[src/rtl/clk_enable_scheduler.sv]
// Programmable clock-enable scheduler: periodic tick, square wave, burst/continuous
// sequencing and runtime divisor reconfiguration applied at period boundaries.
module clk_enable_scheduler #(
  parameter int WIDTH       = 16,
  parameter int DEFAULT_DIV = 50000,
  parameter int BURST_W     = 8
) (
  input  logic               CLOCK_50,
  input  logic               rst,
  input  logic [WIDTH-1:0]   cfg_div,
  input  logic               cfg_valid,
  output logic               cfg_ready,
  input  logic               start,
  input  logic               stop,
  input  logic [BURST_W-1:0] burst_len,
  output logic               tick,
  output logic               clk_out,
  output logic               busy,
  output logic               done
);

  typedef enum logic [1:0] {IDLE, RUN, FINISH} state_t;

  localparam logic [WIDTH-1:0] DIV_RESET = WIDTH'(DEFAULT_DIV);
  localparam logic [WIDTH-1:0] DIV_MIN   = WIDTH'(2);

  state_t               state, state_next;
  logic [WIDTH-1:0]     count, count_next;
  logic [WIDTH-1:0]     active_div, active_div_next;
  logic [WIDTH-1:0]     shadow, shadow_next;
  logic                 pending, pending_next;
  logic [BURST_W-1:0]   tick_cnt, tick_cnt_next;
  logic [BURST_W-1:0]   burst, burst_next;
  logic                 tick_next, clk_out_next, done_next;
  logic                 apply_shadow;
  logic                 at_wrap;

  assign at_wrap = (count == active_div - WIDTH'(1));

  always_ff @(posedge CLOCK_50 or posedge rst) begin
    if (rst) begin
      state      <= IDLE;
      count      <= '0;
      active_div <= DIV_RESET;
      shadow     <= DIV_RESET;
      pending    <= 1'b0;
      tick_cnt   <= '0;
      burst      <= '0;
      tick       <= 1'b0;
      clk_out    <= 1'b0;
      busy       <= 1'b0;
      done       <= 1'b0;
      cfg_ready  <= 1'b1;
    end else begin
      state      <= state_next;
      count      <= count_next;
      active_div <= active_div_next;
      shadow     <= shadow_next;
      pending    <= pending_next;
      tick_cnt   <= tick_cnt_next;
      burst      <= burst_next;
      tick       <= tick_next;
      clk_out    <= clk_out_next;
      busy       <= (state_next != IDLE);
      done       <= done_next;
      cfg_ready  <= ~pending_next;
    end
  end

  // Outputs are computed from next-state values so every output stays registered.
  always_comb begin
    state_next      = state;
    count_next      = count;
    active_div_next = active_div;
    shadow_next     = shadow;
    pending_next    = pending;
    tick_cnt_next   = tick_cnt;
    burst_next      = burst;
    tick_next       = 1'b0;
    done_next       = 1'b0;
    apply_shadow    = 1'b0;

    case (state)
      IDLE: begin
        apply_shadow = pending;
        if (start && !stop) begin
          state_next    = RUN;
          count_next    = '0;
          tick_cnt_next = '0;
          burst_next    = burst_len;
        end
      end
      RUN: begin
        if (stop) begin
          state_next   = IDLE;
          count_next   = '0;
          apply_shadow = pending;
        end else if (at_wrap) begin
          count_next    = '0;
          tick_next     = 1'b1;
          tick_cnt_next = tick_cnt + BURST_W'(1);
          apply_shadow  = pending;
          if ((burst != '0) && (tick_cnt_next == burst)) begin
            state_next = FINISH;
          end
        end else begin
          count_next = count + WIDTH'(1);
        end
      end
      FINISH: begin
        state_next   = IDLE;
        done_next    = 1'b1;
        apply_shadow = pending;
      end
      default: state_next = IDLE;
    endcase

    // Transfer and capture are exclusive: capture only happens while nothing is pending.
    if (apply_shadow) begin
      active_div_next = shadow;
      pending_next    = 1'b0;
    end else if (cfg_valid && !pending) begin
      shadow_next  = (cfg_div < DIV_MIN) ? DIV_MIN : cfg_div;
      pending_next = 1'b1;
    end

    clk_out_next = (state_next == RUN) && (count_next >= (active_div_next >> 1));
  end

endmodule
[config.mk]
export PLATFORM = sky130hd
export DESIGN_NAME = clk_enable_scheduler
export DESIGN_NICKNAME = d
export VERILOG_FILES = /design/src/rtl/clk_enable_scheduler.sv
export SDC_FILE = /design/constraint.sdc
export NUM_CORES = 1
export LEC_CHECK = 0
export ABC_AREA = 1
export CAP_MARGIN = 10
export CORE_UTILIZATION = 30
export DETAILED_ROUTE_END_ITERATION = 6
export GPL_TIMING_DRIVEN = 1
export PLACE_DENSITY = 0.49
export RECOVER_POWER = 100
export SLEW_MARGIN = 20
export SYNTH_ARGS = -nofsm -noshare
export SYNTH_HDL_FRONTEND = slang
export SYNTH_SLANG_ARGS = --single-unit
[constraint.sdc]
create_clock -name CLOCK_50 -period 9.5 [get_ports CLOCK_50]
set_clock_uncertainty 0.2 [all_clocks]
set_input_delay 1.425 -clock CLOCK_50 [delete_from_list [all_inputs] [get_ports CLOCK_50]]
set_output_delay 1.425 -clock CLOCK_50 [all_outputs]
set_load 0.005 [all_outputs]
**Run 1: sequential cells grouped by signal name**

Bar = 50 microns. Other sequential cells in the stronger gray, the rest of the logic in the fainter gray.
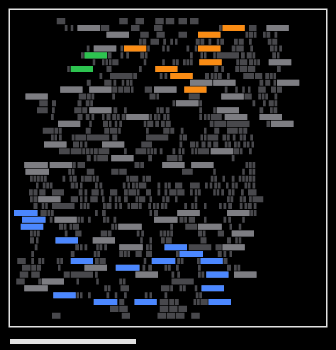
legend:
  orange:
    name_in_the_netlist: burst
    flops: 8
    where: top middle
  blue:
    name_in_the_netlist: shadow
    flops: 16
  green:
    name_in_the_netlist: state
    flops: 2
not colored: 46

**Run 1: the clock network**

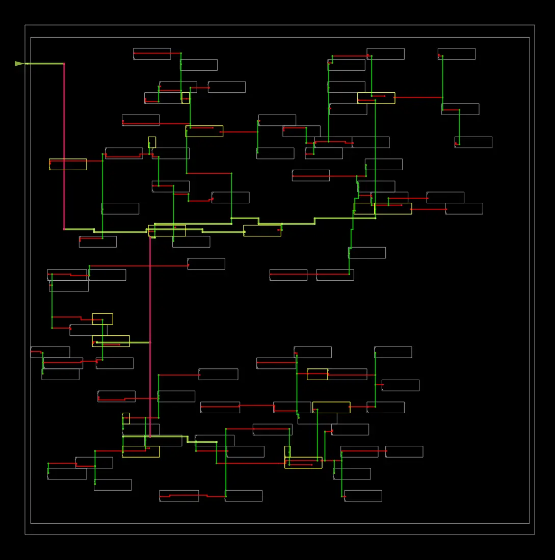
Insertion Delay late pin: 340 ps
power of the clock network: 0.326 mW
Num CTS Buffers: 9

==> results.txt, run 1 <==
Main metrics from the flow reports.

The run finished, with violations left. The checks that failed: max-capacitance violations, max-slew violations. STA classifies the critical path startpoint as a flop. The area of the placeable core is 14,700 sq um. The met1 global-route usage came out at 19.8%. The final design was reported to hold multi-input combinational gates totalling 466. The worst register-to-register path has a depth of 34. The share of the synthesized area in the top cell type came out at 32.3%. The routed design could run at a clock period as short as 5820 ps. Along the critical path, the tally of buffer and inverter instances is 2.

Gates resized during post-CTS repair numbered 0. STA reports a reg2reg setup slack of 3680 ps. Per STA, the endpoint of the critical path is clk_out. The starting utilization of the core area came out at 31.1%. The post-route netlist has 5.41% of its cells at a drive strength greater than 1. The fraction of area in registers is 34.4%. The clock network area share is 5.39%. For this run, design rule violations remaining after detail routing come to 0.

The fraction of power consumed by combinational cells is 38.5%. The data arrival time reported for the critical path is 5890 ps. The count of warning messages emitted by the tools came out at 26. The routed wire length on met3 is 338 microns. The number of flops mapped to enable cells by yosys came out at 0. The clock buffer instance count of the final layout is 13. The final routed wire length divided by cell count is 13.2 microns.

The final antenna diode tally reported by the flow is 0. The net count reported at finish came out at 708. For this run, the number of Yosys warnings is 0.

Looking at the cell usage after synthesis, the top flip-flop cell is sky130_fd_sc_hd__dfrtp_1. Dividing the final minimum period by the clock period gives 61.3%. The highest-count logic cell in the final layout is sky130_fd_sc_hd__nand2_1. The cell at the root of the clock tree is sky130_fd_sc_hd__clkbuf_16. The layout stage reports a final design area of 5290 sq um. The maximum frequency from static timing analysis is 172 MHz. The fraction of the mapped netlist area in adder cells came out at 4.93%. In the synthesized netlist, the number of instances is 630. The largest power group is combinational logic. The placed instances occupy a cell area of 5040 sq um.

The sequential fraction of the synthesis area is 39.8%. The worst register-to-register path begins at active_div[0]. Counting stages on the worst path, the most repeated cell is sky130_fd_sc_hd__nand2_1.

The multi-input gate share of total cell area is 43.9%. The total track usage came out at 15.8%. The cell family contributing the most delay on the critical path is simple AND/OR/NAND/NOR gates. The wire length of the first global-routing pass came out at 19,400 microns. The total power density per cell area came out at 250 nW/um^2. The largest buffer count on any clock path came out at 2. The power report lists cell-internal power as 0.798 mW. The switching part of the total power is 39.6%. The run reported a max-capacitance violation count of 1. The total stage count of the critical path came out at 34. The final core utilization came out at 36.0%.

The smallest setup slack after layout came out at 3680 ps. The registers reported with the highest flop counts are active_div: 16 flops, count: 16 flops, shadow: 16 flops. The report gives the cell count of the worst hold path as 2. The highest metal layer carrying signal wires in the routed design is met4.

The number of iterations in the first detailed-routing pass came out at 4. Of the total synthesized cell area, the portion taken by AND, OR, NAND and NOR gates is 34.9%. The number of port buffers is 33. The synthesized netlist devotes 5.36% of its cell area to XOR and XNOR gates. The routed design uses 5340 microns of met2 wire. For this design, the CTS-stage hold fixing added 0 buffers. Across the VDD grid, the largest voltage drop is 0.000124 V.

After its last routability iteration, the placer logged a weighted congestion of 0.871. The area of the synthesized netlist per yosys stat came out at 4570 sq um. The initialized floorplan defines 44 standard-cell rows. The cell area after synthesis came out at 4570 sq um. TritonCTS built the clock tree. Total power for the finished layout comes to 1.32 mW. STA lists the maximum fanout along the critical path as 31.

The flip-flop and latch power is 0.486 mW. The area fraction in compound gates after synthesis came out at 6.43%. The number of top-level pins is 34. Note that the worst hold path type here is reg -> reg. The sort of element at the end of the critical path is a flop.

The width of the die came out at 125 microns. Per the placement report, the placed cell count is 834. Synthesis inferred 72 register bits.

After global routing, the most crowded layer is met2. Per STA, the startpoint of the critical path is active_div[0]. Hold timing on the final database bottoms out at a slack of 277 ps. The post-synthesis async set-or-reset flop share is 100%.

Looking at the hold checks, the worst path lands on active_div[14]. The net switching power came out at 0.524 mW. After synthesis, the netlist uses 35 different library cells. Adding up every negative setup slack in the final design gives 0 ps. The setup fix buffers added after clock tree synthesis came out at 0. In the setup report, the worst path falls into the class reg -> reg. In the layout the commonest cells are sky130_fd_sc_hd__nand2_1 (228), sky130_fd_sc_hd__inv_1 (72), sky130_fd_sc_hd__dfrtp_1 (59), sky130_fd_sc_hd__nor2_1 (57), sky130_fd_sc_hd__nand3_1 (39). The combinational gate area is 2320 sq um. The overall routed net length is 11,200 microns. The detailed-route via count came out at 3,962. The number of sinks on the clock net is 72. The power drawn by the combinational cells is 0.509 mW. The final max-slew violation count came out at 73.

Entering global routing, the biggest net connects 73 pins. The net count entering floorplan is 677. The number of signal-net inverters in the final layout came out at 76. The area fraction in mux cells came out at 0%. The filler cell count came out at 1,581. The number of global-route vias before repair came out at 4,002.

For reference, the post-synthesis area per instance comes to 7.26 sq um. In this run the layout overhead on the synthesized area is reported as 15.7%. The startpoint of the lowest-slack hold path is active_div[14]. The final count of hold timing violations came out at 0. Setup repair after global routing left no endpoint under its margin.

The remaining global-route overflow is 0. The clock slew seen by the registers of the worst setup and hold paths is 60 ps. The worst-case max-slew headroom was logged as -168%. The chip occupies 15,700 sq um.
**Run 1: pin map**

Bar = 50 microns. Pins as bars across the die edge, other pins in gray.
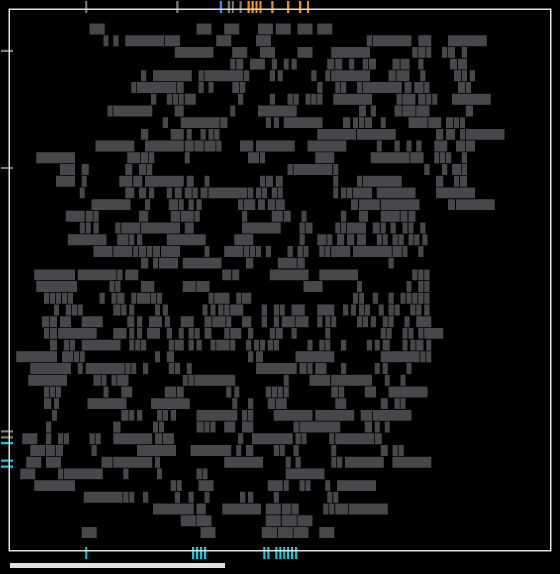
legend:
  blue:
    port: busy
    pins: 1
    direction: output
    edge: top
  orange:
    port: burst_len
    pins: 8
    direction: input
    edge: top
  cyan:
    port: cfg_div
    pins: 16
    direction: input
    edge: 13 bottom, 3 left

**Run 1: close-up of the layout**

Bar = 20 microns. Region (38, 63) to (88, 113) microns. Cells in gray, sequential cells in the stronger gray; small squares are vias.
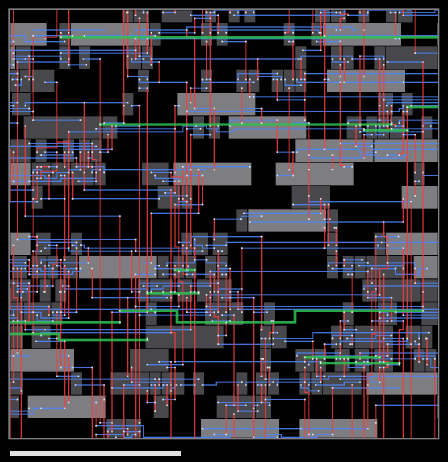

==> run 2, diff against run 1 <==
==> constraint.sdc (replaced) <==
create_clock -name CLOCK_50 -period 5.9 [get_ports CLOCK_50]
set_clock_uncertainty 0.2 [all_clocks]
set_input_delay 0.885 -clock CLOCK_50 [delete_from_list [all_inputs] [get_ports CLOCK_50]]
set_output_delay 0.885 -clock CLOCK_50 [all_outputs]
set_load 0.005 [all_outputs]
**Run 2: close-up of the layout**

Bar = 20 microns. Region (38, 63) to (88, 113) microns. Cells in gray, sequential cells in the stronger gray; small squares are vias.
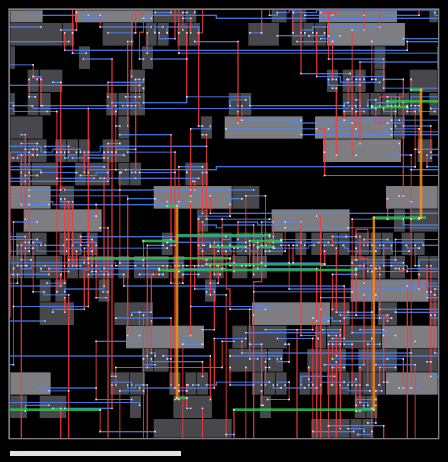
legend:
  red:
    layer: M2
  green:
    layer: M3
  blue:
    layer: M1
  orange:
    layer: M4
netlist names of flops here include: count (10), burst (5), tick_cnt (2)
sequential cells in the window: 17
cells with their middle in the window: 166
most frequent: nand2_1 (50), inv_1 (21), dfrtp_1 (17)

==> results.txt, run 2 <==
Main metrics from the flow reports.

After routing the design area is 5270 sq um. The smallest setup slack after layout came out at 1360 ps. The routability congestion estimate from global placement came out at 0.866. The power in the clock group is 0.490 mW. In the routed design, unresolved DRC markers number 0. The cell at the root of the clock tree is sky130_fd_sc_hd__clkbuf_16.

The largest buffer count on any clock path is 2. The largest registers in the layout are active_div: 16 flops, count: 16 flops, shadow: 16 flops. Once the floorplan was initialized, standard cells occupied 31.1% of the core.

The net count entering floorplan came out at 677. The total of max-cap violations is 2. A synthesized cell averages 7.26 sq um. Per the final layout report, the fraction of cells sized above drive strength 1 comes to 5.11%.

The combinational gate area is 2340 sq um. The total power density per cell area is 399 nW/um^2. The number of top-level pins is 34. Setup repair after global routing left no endpoint under its margin. The number of global-route vias before repair came out at 3,938. Across every metal layer, demand over resource in global routing totals 16.0%. The minimum period implied by the final worst setup slack came out at 4540 ps.

The synthesized netlist handed to floorplanning was reported with a cell count of 630. The first detailed-routing pass took 5 iterations. Per the GRT congestion report, total overflow comes to 0.

The number of flops mapped to enable cells by yosys came out at 0. The multi-input combinational cell count came out at 466. Multiplexer cells account for 0% of the synthesized area. The overall routed net length is 11,500 microns. The antenna cell count is 0. Post-CTS timing repair inserted 0 buffers for setup.

The largest driver fanout on the critical path came out at 31. The wire length of the first global-routing pass came out at 19,600 microns. The flow ran to the end, but the final reports show violations.

Clock latency on the worst-skew pair, taken at its later pin, is 350 ps. The area fraction in compound gates after synthesis came out at 6.43%. The met1 global-route usage came out at 20.7%. Measured on the finished design, the core utilization comes to 35.9%. The maximum frequency from static timing analysis came out at 220 MHz.

The area fraction in xor and xnor cells came out at 5.36%. The total stage count of the critical path came out at 34. The final max-slew violation count is 75. The flip-flop and latch power is 0.786 mW. Multi-input logic gates represent a cell area share of 44.3%. STA reports the tightest min-delay check as being of type reg -> reg. The final reports fail on max-capacitance violations, max-slew violations. The sort of element at the end of the critical path is a flop. The synthesized netlist has a Yosys-reported chip area of 4570 sq um. The reg-to-reg startpoint is active_div[0]. The highest metal layer used by the detailed router is met4. The end point of the critical path is clk_out.

The count of buffer and inverter cells on the critical path is 2. Warnings raised by the tools during the run amount to 26. The number of cells after detailed placement came out at 834. The count of cells along the worst hold path came out at 2.

The warning tally printed by Yosys for this design is 0. STA classifies the critical path startpoint as a flop. In this run the worst setup path begins at active_div[0].

The switching part of the total power is 40.5%. The post-synthesis simple-gate area fraction is 34.9%. The final count of hold timing violations came out at 0. The reg2reg setup slack came out at 1360 ps. The most common flop cell mapped by yosys is sky130_fd_sc_hd__dfrtp_1. Per the cell usage report, the commonest logic cells after layout are sky130_fd_sc_hd__nand2_1 (227), sky130_fd_sc_hd__inv_1 (72), sky130_fd_sc_hd__dfrtp_1 (59), sky130_fd_sc_hd__nor2_1 (57), sky130_fd_sc_hd__nand3_1 (39). Gates resized during post-CTS repair numbered 0. The routed wire length on met3 came out at 354 microns. The top cell type in the final layout, fill and taps aside, is sky130_fd_sc_hd__nand2_1. For the worst flop-to-flop path, the logic depth is 34. The fraction of power consumed by combinational cells came out at 39.3%. The post-placement cell area is 5040 sq um.

The number of port buffers is 33. The share of the synthesized area in the top cell type is 32.3%. After synthesis the cells add up to 4570 sq um.

Counting the fill cells in the layout gives 1,544. The data arrival time of the critical path came out at 4610 ps. Overall power consumption after layout is estimated at 2.10 mW. The maximum ir drop on the vdd rail is 0.000214 V. Looking at hold timing, the worst path starts from active_div[14]. Summed over all combinational cells, the power is 0.826 mW.
Power is estimated from default activity; no workload was simulated.
